[config.mk]
export PLATFORM = sky130hd
export DESIGN_NAME = pipeline_debug_ctrl_flat
export DESIGN_NICKNAME = d
export VERILOG_FILES = /design/src/rtl/pipeline_debug_ctrl_if.sv /design/src/rtl/pipeline_debug_ctrl.sv /design/src/flat_wrapper.sv
export SDC_FILE = /design/constraint.sdc
export NUM_CORES = 1
export LEC_CHECK = 0
export CAP_MARGIN = 30
export CORE_MARGIN = 2
export CORE_UTILIZATION = 45
export DETAILED_ROUTE_END_ITERATION = 7
export GPL_ROUTABILITY_DRIVEN = 0
export GPL_TIMING_DRIVEN = 1
export PLACE_DENSITY = 0.81
export SLEW_MARGIN = 25
export SYNTH_ARGS = -nofsm -noshare
export SYNTH_HDL_FRONTEND = slang
export SYNTH_SLANG_ARGS = --single-unit
export TNS_END_PERCENT = 50
[constraint.sdc]
create_clock -name clk -period 5.3 [get_ports clk]
set_input_delay 1.325 -clock clk [delete_from_list [all_inputs] [get_ports clk]]
set_output_delay 1.325 -clock clk [all_outputs]
set_load 0.02 [all_outputs]
[src/rtl/pipeline_debug_ctrl_if.sv]
// Host-side bundle for the pipeline run-control block: command and program-load
// handshakes plus the instruction-memory write port the controller drives.
interface pipeline_debug_ctrl_if #(
    parameter int ADDR_W = 5
);
    logic              cmd_valid;
    logic [1:0]        cmd_code;
    logic              cmd_ready;
    logic              load_valid;
    logic [31:0]       load_data;
    logic              load_ready;
    logic              imem_we;
    logic [ADDR_W-1:0] imem_addr;
    logic [31:0]       imem_wdata;

    modport master (
        output cmd_valid, cmd_code, load_valid, load_data,
        input  cmd_ready, load_ready, imem_we, imem_addr, imem_wdata
    );

    modport slave (
        input  cmd_valid, cmd_code, load_valid, load_data,
        output cmd_ready, load_ready, imem_we, imem_addr, imem_wdata
    );
endinterface

[src/rtl/pipeline_debug_ctrl.sv]
// Run-control front end for the 5-stage pipeline: program load, run/step gating, HALT drain.
// Optional run-cycle limit is built in when DEBUG_CYCLE_LIMIT_EN is defined.
module pipeline_debug_ctrl #(
    parameter int          ADDR_W       = 5,
    parameter logic [31:0] HALT_INSTR   = 32'hFFFF_FFFF,
    parameter int          DRAIN_CYCLES = 4,
    parameter logic [31:0] MAX_CYCLES   = 32'd1000
) (
    input  logic                        clk,
    input  logic                        reset,
    pipeline_debug_ctrl_if.slave        bus,
    input  logic [31:0]                 instr_if,
    output logic                        pipe_ena,
    output logic                        pipe_reset,
    output logic [31:0]                 cycle_count,
    output logic                        halted,
    output logic                        timeout
);
    typedef enum logic [2:0] {
        ST_IDLE   = 3'd0,
        ST_LOAD   = 3'd1,
        ST_RUN    = 3'd2,
        ST_DRAIN  = 3'd3,
        ST_STEP   = 3'd4,
        ST_HALTED = 3'd5,
        ST_RSTSEQ = 3'd6
    } state_e;

    localparam logic [1:0] CMD_LOAD  = 2'd0;
    localparam logic [1:0] CMD_RUN   = 2'd1;
    localparam logic [1:0] CMD_STEP  = 2'd2;
    localparam int         DW        = $clog2(DRAIN_CYCLES + 2);
    localparam logic [DW-1:0]     DRAIN_INIT = DW'(DRAIN_CYCLES);
    localparam logic [ADDR_W-1:0] ADDR_LAST  = {ADDR_W{1'b1}};
    localparam bit                NO_DRAIN   = (DRAIN_CYCLES == 0);

    state_e            state_q, state_d;
    logic [DW-1:0]     drain_cnt_q, drain_cnt_d;
    logic [ADDR_W-1:0] load_addr_q, load_addr_d;
    logic [31:0]       cycle_count_q, cycle_count_d;
    logic              cmd_ready_q, cmd_ready_d;
    logic              load_ready_q, load_ready_d;
    logic              imem_we_q, imem_we_d;
    logic [ADDR_W-1:0] imem_addr_q, imem_addr_d;
    logic [31:0]       imem_wdata_q, imem_wdata_d;
    logic              pipe_ena_q, pipe_ena_d;
    logic              pipe_reset_q, pipe_reset_d;
    logic              halted_q, halted_d;
    logic              timeout_q, timeout_d;
    logic              cmd_acc_s, load_acc_s, clr_s;
    logic [31:0]       cnt_inc_s;

    // Next-state and registered-output computation.
    always_comb begin
        cmd_acc_s     = bus.cmd_valid & cmd_ready_q;
        load_acc_s    = bus.load_valid & load_ready_q;
        cnt_inc_s     = (cycle_count_q == 32'hFFFF_FFFF) ? cycle_count_q : cycle_count_q + 32'd1;
        state_d       = state_q;
        drain_cnt_d   = drain_cnt_q;
        load_addr_d   = load_addr_q;
        cycle_count_d = pipe_ena_q ? cnt_inc_s : cycle_count_q;
        imem_we_d     = 1'b0;
        imem_addr_d   = imem_addr_q;
        imem_wdata_d  = imem_wdata_q;
        timeout_d     = timeout_q;
        clr_s         = 1'b0;

        case (state_q)
            ST_IDLE: begin
                if (cmd_acc_s) begin
                    case (bus.cmd_code)
                        CMD_LOAD: begin state_d = ST_LOAD;   clr_s = 1'b1; end
                        CMD_RUN:  begin state_d = ST_RUN;                  end
                        CMD_STEP: begin state_d = ST_STEP;                 end
                        default:  begin state_d = ST_RSTSEQ; clr_s = 1'b1; end
                    endcase
                end else begin
                    state_d = ST_IDLE;
                end
            end
            ST_LOAD: begin
                if (load_acc_s) begin
                    imem_we_d    = 1'b1;
                    imem_addr_d  = load_addr_q;
                    imem_wdata_d = bus.load_data;
                    // The terminator word is still written; the last address never wraps.
                    if ((bus.load_data == HALT_INSTR) || (load_addr_q == ADDR_LAST)) begin
                        state_d = ST_IDLE;
                    end else begin
                        load_addr_d = load_addr_q + ADDR_W'(1);
                    end
                end else begin
                    state_d = ST_LOAD;
                end
            end
            ST_RUN: begin
                if (cmd_acc_s && (bus.cmd_code == 2'd3)) begin
                    state_d = ST_RSTSEQ;
                    clr_s   = 1'b1;
                end else if (pipe_ena_q && (instr_if == HALT_INSTR)) begin
                    if (NO_DRAIN) begin
                        state_d = ST_HALTED;
                    end else begin
                        state_d     = ST_DRAIN;
                        drain_cnt_d = DRAIN_INIT;
                    end
                end else begin
                    state_d = ST_RUN;
                end
            end
            ST_DRAIN: begin
                if (drain_cnt_q <= DW'(1)) begin
                    state_d = ST_HALTED;
                end else begin
                    drain_cnt_d = drain_cnt_q - DW'(1);
                end
            end
            ST_STEP: state_d = ST_IDLE;
            ST_HALTED: begin
                if (cmd_acc_s && (bus.cmd_code == CMD_LOAD)) begin
                    state_d = ST_LOAD;
                    clr_s   = 1'b1;
                end else if (cmd_acc_s && (bus.cmd_code == 2'd3)) begin
                    state_d = ST_RSTSEQ;
                    clr_s   = 1'b1;
                end else begin
                    state_d = ST_HALTED;
                end
            end
            ST_RSTSEQ: state_d = ST_IDLE;
            default:   state_d = ST_IDLE;
        endcase

`ifdef DEBUG_CYCLE_LIMIT_EN
        // A command-driven reset outranks the limit; otherwise stop once the count reaches it.
        if (((state_q == ST_RUN) || (state_q == ST_DRAIN)) && (state_d != ST_RSTSEQ)
            && (cycle_count_d >= MAX_CYCLES)) begin
            state_d   = ST_HALTED;
            timeout_d = 1'b1;
        end else begin
            timeout_d = timeout_q;
        end
`else
        timeout_d = 1'b0;
`endif

        if (clr_s) begin
            load_addr_d   = {ADDR_W{1'b0}};
            cycle_count_d = 32'd0;
            timeout_d     = 1'b0;
        end else begin
            load_addr_d   = load_addr_d;
        end

        pipe_ena_d   = (state_d == ST_RUN) || (state_d == ST_DRAIN) || (state_d == ST_STEP);
        pipe_reset_d = (state_d == ST_RSTSEQ);
        cmd_ready_d  = (state_d == ST_IDLE) || (state_d == ST_RUN) || (state_d == ST_HALTED);
        load_ready_d = (state_d == ST_LOAD);
        halted_d     = (state_d == ST_HALTED);
    end

    // State and output registers.
    always_ff @(posedge clk or negedge reset) begin
        if (!reset) begin
            state_q       <= ST_IDLE;
            drain_cnt_q   <= {DW{1'b0}};
            load_addr_q   <= {ADDR_W{1'b0}};
            cycle_count_q <= 32'd0;
            cmd_ready_q   <= 1'b0;
            load_ready_q  <= 1'b0;
            imem_we_q     <= 1'b0;
            imem_addr_q   <= {ADDR_W{1'b0}};
            imem_wdata_q  <= 32'd0;
            pipe_ena_q    <= 1'b0;
            pipe_reset_q  <= 1'b1;
            halted_q      <= 1'b0;
            timeout_q     <= 1'b0;
        end else begin
            state_q       <= state_d;
            drain_cnt_q   <= drain_cnt_d;
            load_addr_q   <= load_addr_d;
            cycle_count_q <= cycle_count_d;
            cmd_ready_q   <= cmd_ready_d;
            load_ready_q  <= load_ready_d;
            imem_we_q     <= imem_we_d;
            imem_addr_q   <= imem_addr_d;
            imem_wdata_q  <= imem_wdata_d;
            pipe_ena_q    <= pipe_ena_d;
            pipe_reset_q  <= pipe_reset_d;
            halted_q      <= halted_d;
            timeout_q     <= timeout_d;
        end
    end

    assign bus.cmd_ready  = cmd_ready_q;
    assign bus.load_ready = load_ready_q;
    assign bus.imem_we    = imem_we_q;
    assign bus.imem_addr  = imem_addr_q;
    assign bus.imem_wdata = imem_wdata_q;
    assign pipe_ena       = pipe_ena_q;
    assign pipe_reset     = pipe_reset_q;
    assign cycle_count    = cycle_count_q;
    assign halted         = halted_q;
    assign timeout        = timeout_q;
endmodule

[src/flat_wrapper.sv]
// flat-port wrapper written by rule: the top's interface ports become plain ports
module pipeline_debug_ctrl_flat 
#(
    parameter int          ADDR_W       = 5,
    parameter logic [31:0] HALT_INSTR   = 32'hFFFF_FFFF,
    parameter int          DRAIN_CYCLES = 4,
    parameter logic [31:0] MAX_CYCLES   = 32'd1000
)
  (clk, reset, instr_if, pipe_ena, pipe_reset, cycle_count, halted, timeout, bus_cmd_valid, bus_cmd_code, bus_load_valid, bus_load_data, bus_cmd_ready, bus_load_ready, bus_imem_we, bus_imem_addr, bus_imem_wdata);
  pipeline_debug_ctrl_if #(.ADDR_W(ADDR_W)) bus_i ();
  input  logic clk;
  input  logic reset;
  input  logic [31:0] instr_if;
  output logic pipe_ena;
  output logic pipe_reset;
  output logic [31:0] cycle_count;
  output logic halted;
  output logic timeout;
  input wire logic [$bits(bus_i.cmd_valid)-1:0] bus_cmd_valid;
  input wire logic [$bits(bus_i.cmd_code)-1:0] bus_cmd_code;
  input wire logic [$bits(bus_i.load_valid)-1:0] bus_load_valid;
  input wire logic [$bits(bus_i.load_data)-1:0] bus_load_data;
  output wire logic [$bits(bus_i.cmd_ready)-1:0] bus_cmd_ready;
  output wire logic [$bits(bus_i.load_ready)-1:0] bus_load_ready;
  output wire logic [$bits(bus_i.imem_we)-1:0] bus_imem_we;
  output wire logic [$bits(bus_i.imem_addr)-1:0] bus_imem_addr;
  output wire logic [$bits(bus_i.imem_wdata)-1:0] bus_imem_wdata;
  assign bus_i.cmd_valid = bus_cmd_valid;
  assign bus_i.cmd_code = bus_cmd_code;
  assign bus_i.load_valid = bus_load_valid;
  assign bus_i.load_data = bus_load_data;
  assign bus_cmd_ready = bus_i.cmd_ready;
  assign bus_load_ready = bus_i.load_ready;
  assign bus_imem_we = bus_i.imem_we;
  assign bus_imem_addr = bus_i.imem_addr;
  assign bus_imem_wdata = bus_i.imem_wdata;
  pipeline_debug_ctrl #(.ADDR_W(ADDR_W), .HALT_INSTR(HALT_INSTR), .DRAIN_CYCLES(DRAIN_CYCLES), .MAX_CYCLES(MAX_CYCLES)) u_core (.clk(clk), .reset(reset), .bus(bus_i), .instr_if(instr_if), .pipe_ena(pipe_ena), .pipe_reset(pipe_reset), .cycle_count(cycle_count), .halted(halted), .timeout(timeout));
endmodule
==> images/met1.png <==
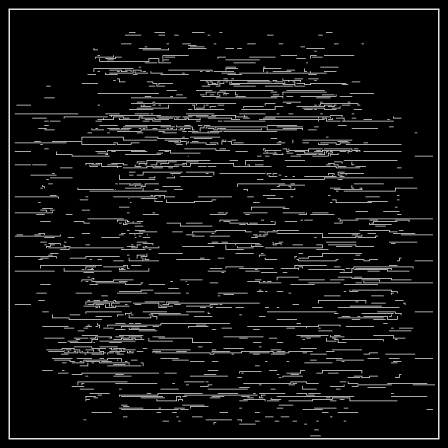
longest straight run: 21.2 microns
share of all routed wire: 41%
nets with wire on the layer: 516
main direction: horizontal
wire length on this layer: 4090 microns
Routed WL: 9.865 mm
M1 GR Usage: 0.2565
Via Count: 3404

==> images/met2.png <==
The bar under the picture is 20 microns long. Cells faint in the background.
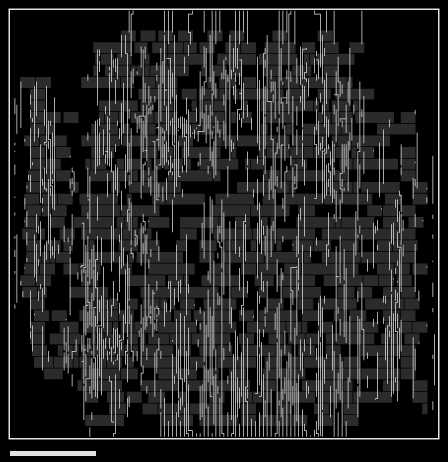
longest straight run: 37.6 microns
nets with wire on the layer: 538
met2 usage: 0.3514

==> results.txt <==
impl run done, here's what came out: status finished clean, Setup-failing EPs final 0, dominant logic cell types in the final layout clkdlybuf4s50_1 (143), dfrtp_1 (85), nor2_1 (55), most numerous logic cell after layout clkdlybuf4s50_1, CP Class input port to register, Startpoint Class input port, Post CTS Setup Buffer Count 0, Total GRT Usage 0.2058, Internal 1488 uW, Synth Area in Simple Gates 0.2002, top cells by area dfrtp_1 (51%), mux2_2 (10%), nor2_1 (5.0%), Clk pwr share 0.198, Top non-seq family simple AND/OR/NAND/NOR gates, reg-to-reg setup timing slack 3.03 ns, Mux area share 0.1104, Unique cell types 48, Largest type area fraction 0.5141, placed cell area 5677 sq um, Flop+latch power 956 uW, CP max stage delay 0.51 ns, GRT overflow 0, top-level port count 146, post-CTS sizing 0, initial antenna violation count 0, Antenna diodes 0, Layout Nets 607, crit path DAT 3.25 ns, Num CTS Buffers 9, Max Cap Viol 0, first-pass GRT wire length 16.30 mm, hold depth 1, Wirelength per Cell 15.39 microns, Worst Hold Launch u_core.bus.imem_wdata[8], TritonCTS clock tree yes, synthesized instance count 383, Tcrit/Tclk final 0.5682, H-tree lvl count 3, xor/xnor share 0.06985, DRT antenna net count 0, core region area 8806 sq um, Max Transition Viols Final 0, FF-to-FF Start u_core.cycle_count[9], Non-Filler Instances 641, clock skew 0.008757 ns, Fillers 706, Avg Synthesized Cell Area 10.80 sq um, final worst slack 2.289 ns, row count 34, initial DRC count 120, endpoints failing hold 0, floorplan net count 462, register area share after synthesis 0.5204, Latency at later pin 0.35 ns, vias in the first global route 3442, RSZ-0062 raised after global routing false, tool warnings 30, CTS clk-pin slew, worst paths 0.08 ns, Sink Count 86, final non-filler cell area 5869 sq um, Synth Area in Compound Gates 0.04506
==> images/met3.png <==
The bar under the picture is 20 microns long.
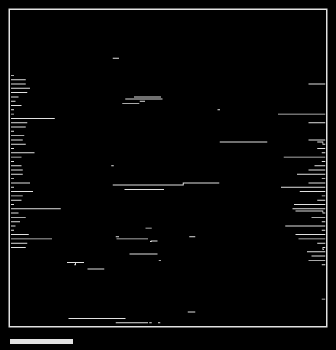
wire length on this layer: 494 microns
nets with wire on the layer: 89
longest straight run: 22.1 microns
met3 Resource Use GR: 0.03760

==> images/met4.png <==
Cells faint in the background.
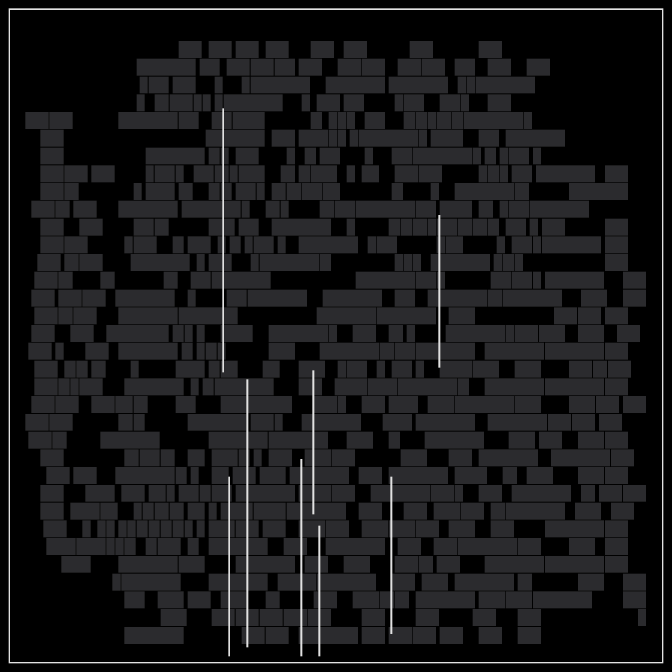
main direction: vertical
share of all routed wire: 2.3%
longest straight run: 40.8 microns

==> cell usage after synthesis, drive strengths merged <==
| cell type | n |
|---|---|
| and4 | 3 |
| a41oi | 1 |
| and3b | 1 |
| ha | 9 |
| o31a | 1 |
| nand2 | 23 |
| o21a | 2 |
| o2111a | 1 |
| a311oi | 1 |
| or4 | 1 |
| clkbuf | 2 |
| nand4 | 24 |
| a32o | 1 |
| a22o | 3 |
| conb | 1 |
| inv | 13 |
| nand2b | 1 |
| or3 | 1 |
| o211ai | 1 |
| mux2i | 4 |
| a211oi | 2 |
| nor2b | 1 |
| o31ai | 2 |
| dfstp | 1 |
| o21ai | 7 |
| nand3 | 23 |
| xnor2 | 16 |
| dfrtp | 85 |
| nor3b | 2 |
| nor2 | 55 |
| and3 | 8 |
| and2 | 1 |
| or2 | 2 |
| nor3 | 10 |
| buf | 10 |
| nor4 | 6 |
| a21oi | 4 |
| mux2 | 37 |
| xor2 | 17 |
==> cell type report <==
class | instances | area [sq um] | share of cell area
clock buffers | 12 | 145.1 | 0.02473
clock inverters | 4 | 47.55 | 0.008101
inverters | 13 | 48.80 | 0.008314
multi-input cells | 272 | 1882 | 0.3206
flip-flops and latches | 86 | 2153 | 0.3669
well taps | 108 | 135.1 | 0.02302
repair buffers | 146 | 1458 | 0.2483
==> per-layer routing <==
layer	vias up	GRT usage	wire (microns)
met5	-	0	0
met4	0	0.09062	226
met3	18	0.03760	493
met2	111	0.3514	5060
met1	1641	0.2565	4085
li1	1634	-	-
==> cell families after synthesis <==
group,count (synthesis)
compound gates,26
xor+xnor,33
fa+ha+maj,9
buf+inv,25
flops,86
mux,41
other cells,1
simple gates,162
Power figures rest on the tool's default switching activity, not on a simulated workload.
